$ cat config.mk
export PLATFORM = sky130hd
export DESIGN_NAME = id_ex_stage
export DESIGN_NICKNAME = d
export VERILOG_FILES = /design/src/rtl/id_ex_stage_pkg.sv /design/src/rtl/id_ex_stage_hazard.sv /design/src/rtl/id_ex_stage.sv
export SDC_FILE = /design/constraint.sdc
export NUM_CORES = 1
export LEC_CHECK = 0
export CORE_UTILIZATION = 42
export DETAILED_ROUTE_END_ITERATION = 6
export HOLD_SLACK_MARGIN = 0.15
export PLACE_DENSITY = 0.81
export SYNTH_ARGS = -nofsm -noshare
export SYNTH_HDL_FRONTEND = slang
export SYNTH_SLANG_ARGS = --single-unit
$ cat constraint.sdc
create_clock -name Clk -period 9.95 [get_ports Clk]
set_input_delay 2.985 -clock Clk [delete_from_list [all_inputs] [get_ports Clk]]
set_output_delay 2.985 -clock Clk [all_outputs]
set_load 0.005 [all_outputs]
$ cat src/rtl/id_ex_stage_pkg.sv
// Shared pipeline definitions: control-bundle layout and ALU operation codes
// common to the Controller and the ID/EX pipeline register.
package pipeline_defs;

  localparam int CTRL_W  = 13;
  localparam int ALUOP_W = 4;

  // Control bundle bit positions, MSB first: RegDst .. RegB, then ALUOp[3:0]
  localparam int CTRL_REGDST   = 12;
  localparam int CTRL_REGWRITE = 11;
  localparam int CTRL_ALUSRC   = 10;
  localparam int CTRL_MEMREAD  = 9;
  localparam int CTRL_MEMWRITE = 8;
  localparam int CTRL_MEMTOREG = 7;
  localparam int CTRL_PCSRC    = 6;
  localparam int CTRL_REGA     = 5;
  localparam int CTRL_REGB     = 4;
  localparam int CTRL_ALUOP_LO = 0;

  typedef enum logic [ALUOP_W-1:0] {
    ALU_AND = 4'b0000,
    ALU_OR  = 4'b0001,
    ALU_ADD = 4'b0010,
    ALU_SUB = 4'b0110,
    ALU_SLT = 4'b0111,
    ALU_NOR = 4'b1100
  } aluop_e;

  function automatic logic [CTRL_W-1:0] pack_ctrl(
    input logic regdst, input logic regwrite, input logic alusrc,
    input logic memread, input logic memwrite, input logic memtoreg,
    input logic pcsrc, input logic rega, input logic regb,
    input logic [ALUOP_W-1:0] aluop);
    return {regdst, regwrite, alusrc, memread, memwrite, memtoreg,
            pcsrc, rega, regb, aluop};
  endfunction

endpackage

$ cat src/rtl/id_ex_stage_hazard.sv
// Load-use hazard detector: a load sitting in EX whose destination is a
// source of the instruction currently in ID forces a one-cycle stall.
module hazard_detect (
  input  logic       MemRead_out,
  input  logic       Valid_out,
  input  logic [4:0] Rt_out,
  input  logic [4:0] Rs_in,
  input  logic [4:0] Rt_in,
  output logic       Stall
);

  // Register 0 is hardwired to zero, so a load "into" it never creates a hazard
  assign Stall = MemRead_out && Valid_out && (Rt_out != 5'd0) &&
                 ((Rt_out == Rs_in) || (Rt_out == Rt_in));

endmodule

$ cat src/rtl/id_ex_stage.sv
// ID/EX pipeline register with load-use bubble insertion, flush squashing
// and saturating stall/flush statistics counters.
module id_ex_stage
  import pipeline_defs::*;
#(
  parameter int DATA_WIDTH  = 32,
  parameter int STALL_CNT_W = 16
) (
  input  logic                   Clk,
  input  logic                   Rst,
  input  logic                   RegDst,
  input  logic                   RegWrite,
  input  logic                   ALUSrc,
  input  logic                   MemRead,
  input  logic                   MemWrite,
  input  logic                   MemtoReg,
  input  logic                   PCSrc,
  input  logic                   RegA,
  input  logic                   RegB,
  input  logic [3:0]             ALUOp,
  input  logic [DATA_WIDTH-1:0]  ReadData1_in,
  input  logic [DATA_WIDTH-1:0]  ReadData2_in,
  input  logic [DATA_WIDTH-1:0]  SignExt_in,
  input  logic [DATA_WIDTH-1:0]  PCPlus4_in,
  input  logic [4:0]             Rs_in,
  input  logic [4:0]             Rt_in,
  input  logic [4:0]             Rd_in,
  input  logic                   Flush,
  output logic                   RegDst_out,
  output logic                   RegWrite_out,
  output logic                   ALUSrc_out,
  output logic                   MemRead_out,
  output logic                   MemWrite_out,
  output logic                   MemtoReg_out,
  output logic                   PCSrc_out,
  output logic                   RegA_out,
  output logic                   RegB_out,
  output logic [3:0]             ALUOp_out,
  output logic [DATA_WIDTH-1:0]  ReadData1_out,
  output logic [DATA_WIDTH-1:0]  ReadData2_out,
  output logic [DATA_WIDTH-1:0]  SignExt_out,
  output logic [DATA_WIDTH-1:0]  PCPlus4_out,
  output logic [4:0]             Rs_out,
  output logic [4:0]             Rt_out,
  output logic [4:0]             Rd_out,
  output logic                   Valid_out,
  output logic                   Stall,
  output logic [STALL_CNT_W-1:0] StallCount,
  output logic [STALL_CNT_W-1:0] FlushCount
);

  localparam logic [STALL_CNT_W-1:0] CNT_ONE = {{(STALL_CNT_W-1){1'b0}}, 1'b1};
  localparam logic [STALL_CNT_W-1:0] CNT_MAX = {STALL_CNT_W{1'b1}};

  logic [CTRL_W-1:0] ctrl_in;
  logic [CTRL_W-1:0] ctrl_q;
  logic              hazard;

  assign ctrl_in = pack_ctrl(RegDst, RegWrite, ALUSrc, MemRead, MemWrite,
                             MemtoReg, PCSrc, RegA, RegB, ALUOp);

  hazard_detect u_hazard (
    .MemRead_out (ctrl_q[CTRL_MEMREAD]),
    .Valid_out   (Valid_out),
    .Rt_out      (Rt_out),
    .Rs_in       (Rs_in),
    .Rt_in       (Rt_in),
    .Stall       (hazard)
  );

  assign Stall = hazard;

  assign RegDst_out   = ctrl_q[CTRL_REGDST];
  assign RegWrite_out = ctrl_q[CTRL_REGWRITE];
  assign ALUSrc_out   = ctrl_q[CTRL_ALUSRC];
  assign MemRead_out  = ctrl_q[CTRL_MEMREAD];
  assign MemWrite_out = ctrl_q[CTRL_MEMWRITE];
  assign MemtoReg_out = ctrl_q[CTRL_MEMTOREG];
  assign PCSrc_out    = ctrl_q[CTRL_PCSRC];
  assign RegA_out     = ctrl_q[CTRL_REGA];
  assign RegB_out     = ctrl_q[CTRL_REGB];
  assign ALUOp_out    = ctrl_q[CTRL_ALUOP_LO +: ALUOP_W];

  // Flush outranks a stall; a stall bubble keeps the old operands so the
  // held ID instruction re-enters with nothing lost.
  always_ff @(posedge Clk or posedge Rst) begin
    if (Rst) begin
      ctrl_q        <= '0;
      Valid_out     <= 1'b0;
      ReadData1_out <= '0;
      ReadData2_out <= '0;
      SignExt_out   <= '0;
      PCPlus4_out   <= '0;
      Rs_out        <= '0;
      Rt_out        <= '0;
      Rd_out        <= '0;
    end else if (Flush || !hazard) begin
      ctrl_q        <= Flush ? '0 : ctrl_in;
      Valid_out     <= !Flush;
      ReadData1_out <= ReadData1_in;
      ReadData2_out <= ReadData2_in;
      SignExt_out   <= SignExt_in;
      PCPlus4_out   <= PCPlus4_in;
      Rs_out        <= Rs_in;
      Rt_out        <= Rt_in;
      Rd_out        <= Rd_in;
    end else begin
      ctrl_q        <= '0;
      Valid_out     <= 1'b0;
    end
  end

  always_ff @(posedge Clk or posedge Rst) begin
    if (Rst) begin
      StallCount <= '0;
      FlushCount <= '0;
    end else if (Flush) begin
      if (FlushCount != CNT_MAX) FlushCount <= FlushCount + CNT_ONE;
    end else if (hazard) begin
      if (StallCount != CNT_MAX) StallCount <= StallCount + CNT_ONE;
    end
  end

endmodule

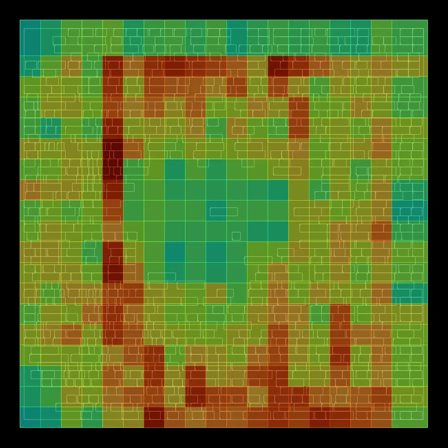
run_1/final_congestion.png
GRT Total Usage: 21.6%
WL per Instance: 18.7 um
M3 GR Usage: 7.05%
utilization after layout: 67.8%

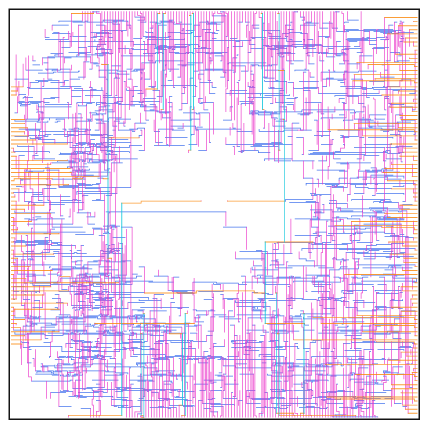
run_1/metal_stack.png
(3 px per um)
met3: shown in orange, wire length 1610 um. met2: shown in magenta, wire length 10600 um. met1: shown in blue, wire length 7140 um. met4: shown in cyan, wire length 651 um.
Via Count: 5220
Routed WL: 20100 um

==> impl_metrics.toml, run 1 <==
# physical design summary
[pwr]
irDropWorstVdd_mv = 0.114
p_total_mw = 1.78
leakagePower_nw = 4.89
p_per_area_nw_per_um2 = 151

[clocking]
clk_latency_ns = 0.43
post-cts-setup-buffer-count = 0
cts_buffers = 17
cts_htree_levels = 4
root_buffer = "clkbuf_16"
clk_pin_slew_ns = 0.07
clockBufferDepth = 2
cts-resized-gates = 0
holdBufCountCts = 0
cts_tree = "built"
clock-sinks = 189

[layout]
fin_nets = 997
area_growth_pct = 56.4
fillers = 1249
drive_gt1_share_pct = 21.9
fin_area_sq_um = 11800
multiInputGateArea_sq_um = 2690

[synth]
syn_inst = 485
ys.flops = 189
syn_avg_cell_area_sq_um = 15.6
synthMostInstantiatedCell = "dfrtp_1"
yosys.area.top_type = "dfrtp_1"
top_cell_area_share_pct = 62.6
common_cells = "dfrtp_1 (189), mux2_2 (99), mux2_4 (48)"
ys_types = 34
ys_chip_area_sq_um = 7560
yosysWarnings = 0
synth_nets = 646
area_leaders = "dfrtp_1 (63%), mux2_2 (15%), mux2_4 (9.5%), xnor2_1 (3.8%), and2_1 (1.2%)"
syn_area_sq_um = 7560
yosysCellCount = 485
ys.flop_type = "dfrtp_1"
edf_count = 0
ys_seq_share_pct = 62.6
synthArstFlopShare_pct = 100

[final_timing]
relSlewSlack_pct = 22.9
post-route-min-period_ns = 7.78
rsz0062_at_grt = "no"
tightest_slew_ns = 1.15
hold_viol = 0
fin_crit_sh_pct = 78.2
fin_skew_ns = 0.0139
max_freq_mhz = 129
drv_slew = 0
fin_tns_setup_ns = 0
setup_violations = 0

[setup_path]
path_class = "in -> out"
arrival_ns = 4.79
cp-end-kind = "output pin"
cp-start-kind = "input pin"
worstPathRequired_ns = 6.97
crit_slowest_cell = "clkdlybuf4s50_1"
cp_max_fo = 3
slowest_delay_ns = 0.54
crit_chain = "clkdlybuf4s50_1, xnor2_1, nand3_1, o22ai_1, and2_1, clkdlybuf4s50_1"
crit_top_cell = "clkdlybuf4s50_1"

[floorplan]
chipArea_sq_um = 18500
die_h_um = 136
rows = 48
fp_util_pct = 43.4
chipWidth_um = 136
coreArea_sq_um = 17400

[placement]
gp_congestion = 0.806
post-dp-hpwl_um = 14900
postPlaceCellArea_sq_um = 11200

[global_routing]
grt_pass1_vias = 5553
antenna_found_initial = 1
overflow = 0
grt_pass1_wl_um = 29900
grt_max_degree = 115

[route]
drt_iter0_drc = 161
viasPerCell = 4.86
drc_errors = 0
first_pass_iters = 4
ant_nets = 0

[job]
cap_violations = 0
warnings = 30

[min_path]
min-delay-path-class = "reg -> reg"

[status]
status = "complete, no violations"
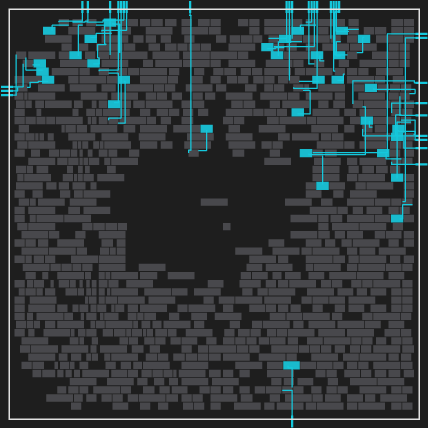
run_1/port_nets.png
(3 px per um)
ReadData2_in: shown in cyan, direction input, end cells 32, buffers 32, wire 973 um.
PortBufs: 348
Ports: 349

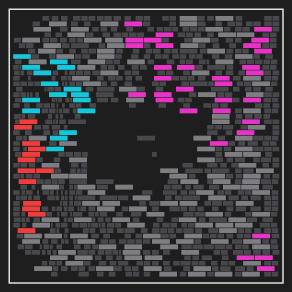
run_1/registers.png
(2 px per um) Other sequential cells in the stronger grey, the rest of the logic in the fainter grey.
ctrl_q: shown in red, sequential cells 13. FlushCount: shown in cyan, sequential cells 16. ReadData1_out: shown in magenta, sequential cells 32.
P_seq: 0.855 mW
FF/Latch Area: 4730 sq um
sequential fraction of total cell area: 40.0%

run 1: power breakdown:
group | switching [mW] | leakage, nW | internal, mW
clock | 0.316 | 0.284 | 0.345
combinational | 0.0848 | 2.33 | 0.184
sequential | 0.0386 | 2.28 | 0.817
total | 0.440 | 4.89 | 1.35
run 1: metal layers:
layer	up-vias	global-route usage (%)	wire length (um)	part of all wire, %
met4	0	10.7	651	3.2
met3	39	7.05	1610	8.0
met2	205	38.4	10600	53
met5	-	0	0	0
met1	2571	23.0	7140	36
li1	2405	-	-	-
run 1: stage by stage:
stage	cells	hold WS (ns)	util, %	setup WS (ns)
finish	1075	0.489	67.8	2.17
global route	1075	0.509	67.8	2.06
CTS	1074	0.495	67.8	2.17
detailed placement	1042	0.481	64.5	2.18
global placement	1042	0.480	64.5	2.12
floorplan	485	0.481	-	1.82
run 1: state kept, by name, summed over array words and instances, names as in the netlist:
| register | cells |
|---|---|
| FlushCount | 16 |
| PCPlus4_out | 32 |
| Rd_out | 5 |
| ReadData1_out | 32 |
| ReadData2_out | 32 |
| Rs_out | 5 |
| Rt_out | 5 |
| SignExt_out | 32 |
| StallCount | 16 |
| Valid_out | 1 |
| ctrl_q | 13 |
run 1: logic make-up (layout without fill, tap and decap cells):
family          count (synthesis)  count (layout)  synth area share [%]
fa+ha+maj                       2               2                 0.331
buf+inv                        22             386                  1.92
simple gates                   77              77                  5.60
mux                           147             147                  24.3
xor+xnor                       36              36                  4.17
other cells                     0               1                     0
flops                         189             189                  62.6
compound gates                 12              12                  1.09
run 1: cell usage in the layout (no fill, tap or decap), types with 8 or more instances in the layout:
master	count
mux2_2	99
xnor2_1	33
dfrtp_1	189
mux2_4	48
nand4_1	12
and3_1	8
and2_1	15
clkbuf_16	17
nand3_1	12
nand2_1	14
clkdlybuf4s50_1	348
run 1: worst max-delay path, delay by kind of cell:
| kind | cells | cell delay, ns |
|---|---|---|
| buffers and inverters | 2 | 1.06 |
| AND/OR/NAND/NOR | 2 | 0.34 |
| AND-OR/OR-AND | 1 | 0.24 |
| XOR/XNOR | 1 | 0.16 |
run 1: layout make-up:
class / instances / share of cell area (%)
Multi-Input combinational cell: 274 / 22.7
Inverter: 3 / 0.138
Antenna cell: 1 / 0.0212
Tap cell: 225 / 2.38
Sequential cell: 189 / 40.0
Clock buffer: 19 / 3.83
Timing Repair Buffer: 351 / 29.8
Clock inverter: 13 / 1.09
run 1: path summary, 6_finish.rpt:
kind                                 from                end  slack, ns  cells past startpoint
setup / recovery                 Rt_in[4]              Stall       2.17                      6
hold / removal             FlushCount[15]     FlushCount[15]       0.49                      1
hold reg to reg            FlushCount[15]     FlushCount[15]       0.49                      1
min in group asynchronous             Rst   ReadData1_out[7]       3.08                      2
setup reg to reg                Rt_out[4]  ReadData2_out[14]       6.66                      6
max in group asynchronous             Rst  ReadData1_out[22]       5.21                      3
run_1/pins.png
(2 px per um) Pins as bars across the die edge, other pins in grey.
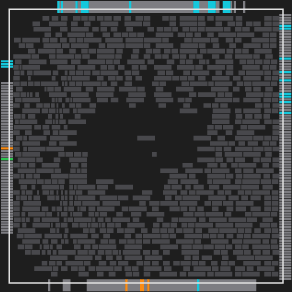

--- run 2 (diff from run 1) ---
Settings changed: CORE_UTILIZATION 42 to 37, PLACE_DENSITY 0.81 to 0.76.
Clock period 9.95 ns to 6.2 ns, I/O delays scaled along.
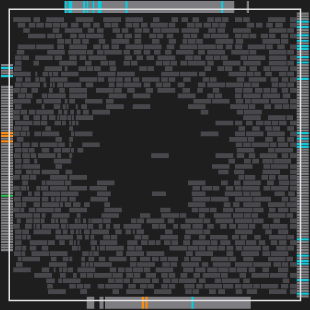
run_2/pins.png
(2 px per um) Pins as bars across the die edge, other pins in grey.
RegB_out: shown in green, pins 1, direction output, edge left. ReadData2_in: shown in cyan, pins 32, direction input, edge 19 right, 10 top, 2 left, 1 bottom. Rs_out: shown in orange, pins 5, direction output, edge 3 left, 2 bottom.
All pins by edge: 105 right, 93 top, 85 bottom, 66 left.
Horiz. Die Dim: 145 um
Die Ht: 145 um

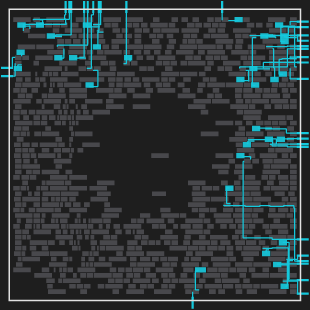
run_2/port_nets.png
(2 px per um)
ReadData2_in: shown in cyan, direction input, end cells 32, buffers 32, wire 966 um.

==> run 2 against run 1 <==
Compared with the run above: flip-flop count unchanged; routed wire length fell by 2.4%; synthesized area stayed put; total power up 60%; clock-buffer cell count fell by 1; sequential share of layout area decreased by 0.29 points; via count fell by 0.98%; synthesized cell count did not move; critical endpoint unchanged; largest cell class unchanged; largest power group unchanged; highest routed layer unchanged.
==> impl_metrics.toml, run 2 <==
# physical design summary
[global_routing]
grt_pass1_vias = 5567
antenna_found_initial = 0
grt_max_degree = 88
grt_pass1_wl_um = 31400
track_usage_pct = 19.2

[synth]
yosysWarnings = 0
ys.flop_type = "dfrtp_1"
top_cell_area_share_pct = 62.6
synth_nets = 646
ys_types = 34
ys_seq_share_pct = 62.6
yosys.area.top_type = "dfrtp_1"
edf_count = 0
syn_area_sq_um = 7560
ys_chip_area_sq_um = 7560
syn_avg_cell_area_sq_um = 15.6
synthArstFlopShare_pct = 100

[setup_path]
crit_start = "Rs_in[0]"
path_class = "in -> out"
cp-start-kind = "input pin"

[floorplan]
coreArea_sq_um = 19700
chipArea_sq_um = 21000
fp_util_pct = 38.3

[clocking]
clock-sinks = 189
cts-resized-gates = 0
clk_pin_slew_ns = 0.07
holdBufCountCts = 0
cts_htree_levels = 4
post-cts-setup-buffer-count = 0
cts_buffers = 17

[layout]
drive_gt1_share_pct = 22.3
multiInputGateArea_sq_um = 2690
fin_nets = 1001
lay_top_count = "clkdlybuf4s50_1"
fillers = 1554
insertedDiodeCount = 0

[pwr]
power_frac_comb_pct = 15.0
pwr-share-seq_pct = 48.1
p_total_mw = 2.86
switching_power_mw = 0.708
p_clk_share_pct = 36.9
intPower_mw = 2.15
irDropWorstVdd_mv = 0.162
sw_frac_of_total_pct = 24.8
p_per_area_nw_per_um2 = 240

[placement]
post-dp-hpwl_um = 14400
gp_congestion = 0.766
port-buffer-count = 348

[route]
wl_met3_um = 1480
wl_per_cell_um = 17.5
topRoutingLayerUsed = "met4"
dr_wl_met2_um = 9890
viasPerCell = 4.62
ant_nets = 0
first_pass_iters = 4
drt_iter0_drc = 135
routed_wirelength_um = 19600
met1Wirelength_um = 7840

[final_timing]
setup_violations = 0
hold_viol = 0
max_freq_mhz = 182
post-route-min-period_ns = 5.49
fin_skew_ns = 0.0172

[job]
cap_violations = 0
warnings = 26

[status]
status = "complete, no violations"
==> run 2: cell counts after synthesis <==
No cell type changed its count.
==> run 2: layout make-up <==
cell class                 instances  area share [%]
multi-input combinational        274            22.6
timing repair buffer             355            30.0
tap                              265            2.79
clock buffer                      18            3.69
clock inverter                    14            1.08
inverter                           3           0.126
sequential                       189            39.7
==> run 2: critical path, cell delays in order <==
cell	delay [ns]
clkdlybuf4s50_1	0.50
xnor2_1	0.12
nand3_1	0.14
o22ai_1	0.29
and2_1	0.20
clkdlybuf4s50_1	0.51
==> run 2: cell families (layout without fill, tap and decap cells) <==
kind of cell               count (synthesis)  count (layout)  synth area share (%)
AOI/OAI and AO/OA                         12              12                  1.09
muxes                                    147             147                  24.3
buffers and inverters                     22             390                  1.92
DFF                                      189             189                  62.6
xor gates and xnor gates                  36              36                  4.17
adders and majority gates                  2               2                 0.331
and+or+nand+nor                           77              77                  5.60
==> run 2: power groups by stage <==
stage | Combinational, mW | Clock [mW] | Sequential, mW
floorplan | 0.129 | 0 | 1.39
detailed placement | 0.435 | 0 | 1.39
CTS | 0.437 | 1.08 | 1.37
global placement | 0.430 | 0 | 1.39
finish | 0.430 | 1.05 | 1.37
global route | 0.464 | 1.13 | 1.38
==> run 2: worst paths after layout <==
kind | to | slack [ns] | cells past startpoint
max | Stall | 0.71 | 6
min | FlushCount[6] | 0.50 | 1
max reg2reg | ReadData1_out[12] | 3.48 | 6
min reg2reg | FlushCount[6] | 0.50 | 1
max in group asynchronous | ReadData1_out[19] | 3.15 | 3
min in group asynchronous | PCPlus4_out[11] | 1.98 | 2
==> run 2: metrics by stage <==
stage	area, sq um	worst slack (ns)	hold WS [ns]	utilization, %	cells
after floorplan	7560	1.89	0.481	-	485
after global placement	11300	0.743	0.478	57.5	1086
after detailed placement	11300	0.728	0.483	57.5	1086
after CTS	11900	0.706	0.501	60.4	1118
after global routing	11900	0.572	0.511	60.4	1118
final	11900	0.710	0.495	60.4	1118
==> run 2: metal layers <==
metal  GRT usage, %  vias up
met3           6.35       26
met1           22.4     2541
met4           6.01        0
met2           33.1      199
li1               -     2403
met5              0        -
--- run 3 (diff from run 2) ---
Settings changed: CAP_MARGIN set to 20.
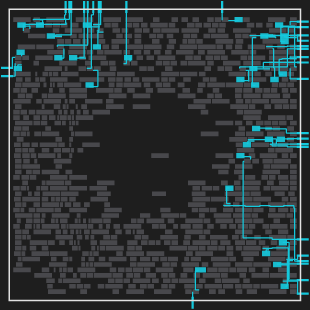
run_3/port_nets.png
(2 px per um)
ReadData2_in: shown in cyan, direction input, end cells 32, buffers 32, wire 966 um.

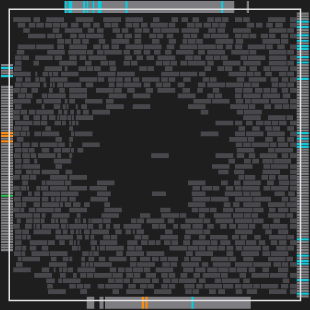
run_3/pins.png
(2 px per um) Pins as bars across the die edge, other pins in grey.
ReadData2_in: shown in cyan, pins 32, direction input, edge 19 right, 10 top, 2 left, 1 bottom. RegB_out: shown in green, pins 1, direction output, edge left. Rs_out: shown in orange, pins 5, direction output, edge 3 left, 2 bottom.
All pins by edge: 105 right, 93 top, 85 bottom, 66 left.

==> run 3 against run 2 <==
Compared with the run above: combinational power hardly changed; via count is the same; fmax did not move; clock skew stayed put; highest routed layer unchanged; core utilization stayed put; register-to-register slack is essentially flat; sequential share of layout area stayed put; critical path type unchanged; global-route usage did not move; flip-flop count stayed put.
==> impl_metrics.toml, run 3 <==
# physical design summary
[pwr]
switching_power_mw = 0.708
intPower_mw = 2.15
p_total_mw = 2.86
pwr-share-seq_pct = 48.1
leakagePower_nw = 4.91
sw_frac_of_total_pct = 24.8

[clocking]
holdBufCountCts = 0
cts_tree = "built"
cts_htree_levels = 4
clk_latency_ns = 0.42
clk_pin_slew_ns = 0.07
clock-sinks = 189
clockBufferDepth = 2

[layout]
fin_nets = 1001
insertedDiodeCount = 0
lay_top_count = "clkdlybuf4s50_1"
fillers = 1554
final_cell_mix = "clkdlybuf4s50_1 (348), dfrtp_1 (189), mux2_2 (99)"
drive_gt1_share_pct = 22.3
fin_area_sq_um = 11900
area_growth_pct = 57.5

[route]
drc_errors = 0
vias = 5169
dr_wl_met2_um = 9890
wl_met3_um = 1480
wl_per_cell_um = 17.5
drt_iter0_drc = 135

[synth]
ys.flops = 189
area_leaders = "dfrtp_1 (63%), mux2_2 (15%), mux2_4 (9.5%), xnor2_1 (3.8%), and2_1 (1.2%)"
syn_avg_cell_area_sq_um = 15.6
logic_family = "multiplexers"
ys_chip_area_sq_um = 7560
synth_nets = 646
xor_share_pct = 4.17
synthMostInstantiatedCell = "dfrtp_1"
synthArstFlopShare_pct = 100
synthAoiAreaFrac_pct = 1.09
fa_ha_area_share_pct = 0.331
ys.flop_type = "dfrtp_1"
common_cells = "dfrtp_1 (189), mux2_2 (99), mux2_4 (48)"

[floorplan]
rows = 51
fp_util_pct = 38.3
chipArea_sq_um = 21000
coreArea_sq_um = 19700
die_h_um = 145

[placement]
gp_congestion = 0.766
post-dp-hpwl_um = 14400
port-buffer-count = 348

[final_timing]
fin_skew_ns = 0.0172
fin_crit_sh_pct = 88.6
tightest_slew_ns = 0.955
setup_ws_ns = 0.710

[status]
status = "complete, no violations"

[min_path]
min-delay-path-class = "reg -> reg"
min_from = "FlushCount[6]"
whs_path_depth = 1

[job]
cap_violations = 0

[setup_path]
crit_slowest_cell = "clkdlybuf4s50_1"
cp_max_fo = 3
crit_chain = "clkdlybuf4s50_1, xnor2_1, nand3_1, o22ai_1, and2_1, clkdlybuf4s50_1"
reg2reg_depth = 6
arrival_ns = 3.63
cp-start-kind = "input pin"

[global_routing]
grt_pass1_wl_um = 31400
antenna_found_initial = 0
run 3: cell counts after synthesis:
No cell type changed its count.
run 3: cells by family (layout without fill, tap and decap cells):
| family | count (synthesis) | count (layout) |
|---|---|---|
| flops | 189 | 189 |
| mux | 147 | 147 |
| buf+inv | 22 | 390 |
| simple gates | 77 | 77 |
| xor+xnor | 36 | 36 |
| fa+ha+maj | 2 | 2 |
| compound gates | 12 | 12 |
run 3: through the flow:
step | std cells | hold WS (ns) | util [%]
floorplan | 485 | 0.481 | -
global placement | 1086 | 0.478 | 57.5
finish | 1118 | 0.495 | 60.4
global route | 1118 | 0.511 | 60.4
CTS | 1118 | 0.501 | 60.4
detailed placement | 1086 | 0.483 | 57.5
run 3: area by class of cell:
| cell class | count | area, sq um | area share [%] |
|---|---|---|---|
| tap | 265 | 332 | 2.79 |
| clock inverter | 14 | 129 | 1.08 |
| inverter | 3 | 15.0 | 0.126 |
| multi-input combinational | 274 | 2690 | 22.6 |
| timing repair buffer | 355 | 3570 | 30.0 |
| clock buffer | 18 | 439 | 3.69 |
| sequential | 189 | 4730 | 39.7 |
run 3: worst max-delay path by stage:
| stage | from | end | slack, ns | depth (start not counted) |
|---|---|---|---|---|
| finish | Rs_in[0] | Stall | 0.71 | 6 |
| global route | Rs_in[0] | Stall | 0.57 | 6 |
| CTS | Rs_in[4] | Stall | 0.71 | 6 |
| detailed placement | Rs_in[4] | Stall | 0.73 | 6 |
| global placement | Rs_in[0] | Stall | 0.74 | 6 |
| floorplan | Rs_in[4] | Stall | 1.89 | 4 |
run 3: per-layer routing:
layer	GRT usage, %	vias up
met5	0	-
met4	6.01	0
met3	6.35	26
met2	33.1	199
met1	22.4	2541
li1	-	2403
run 3: critical path, delay by kind of cell:
kind / cells / cell delay, ns
simple gates: 2 / 0.34
xor+xnor: 1 / 0.12
buf+inv: 2 / 1.01
compound gates: 1 / 0.29
run 3: power by group through the flow:
stage / combinational (mW) / sequential (mW) / clock (mW)
floorplan: 0.129 / 1.39 / 0
global placement: 0.430 / 1.39 / 0
detailed placement: 0.435 / 1.39 / 0
CTS: 0.437 / 1.37 / 1.08
global route: 0.464 / 1.38 / 1.13
finish: 0.430 / 1.37 / 1.05
Power figures rest on the tool's default switching activity, not on a simulated workload.
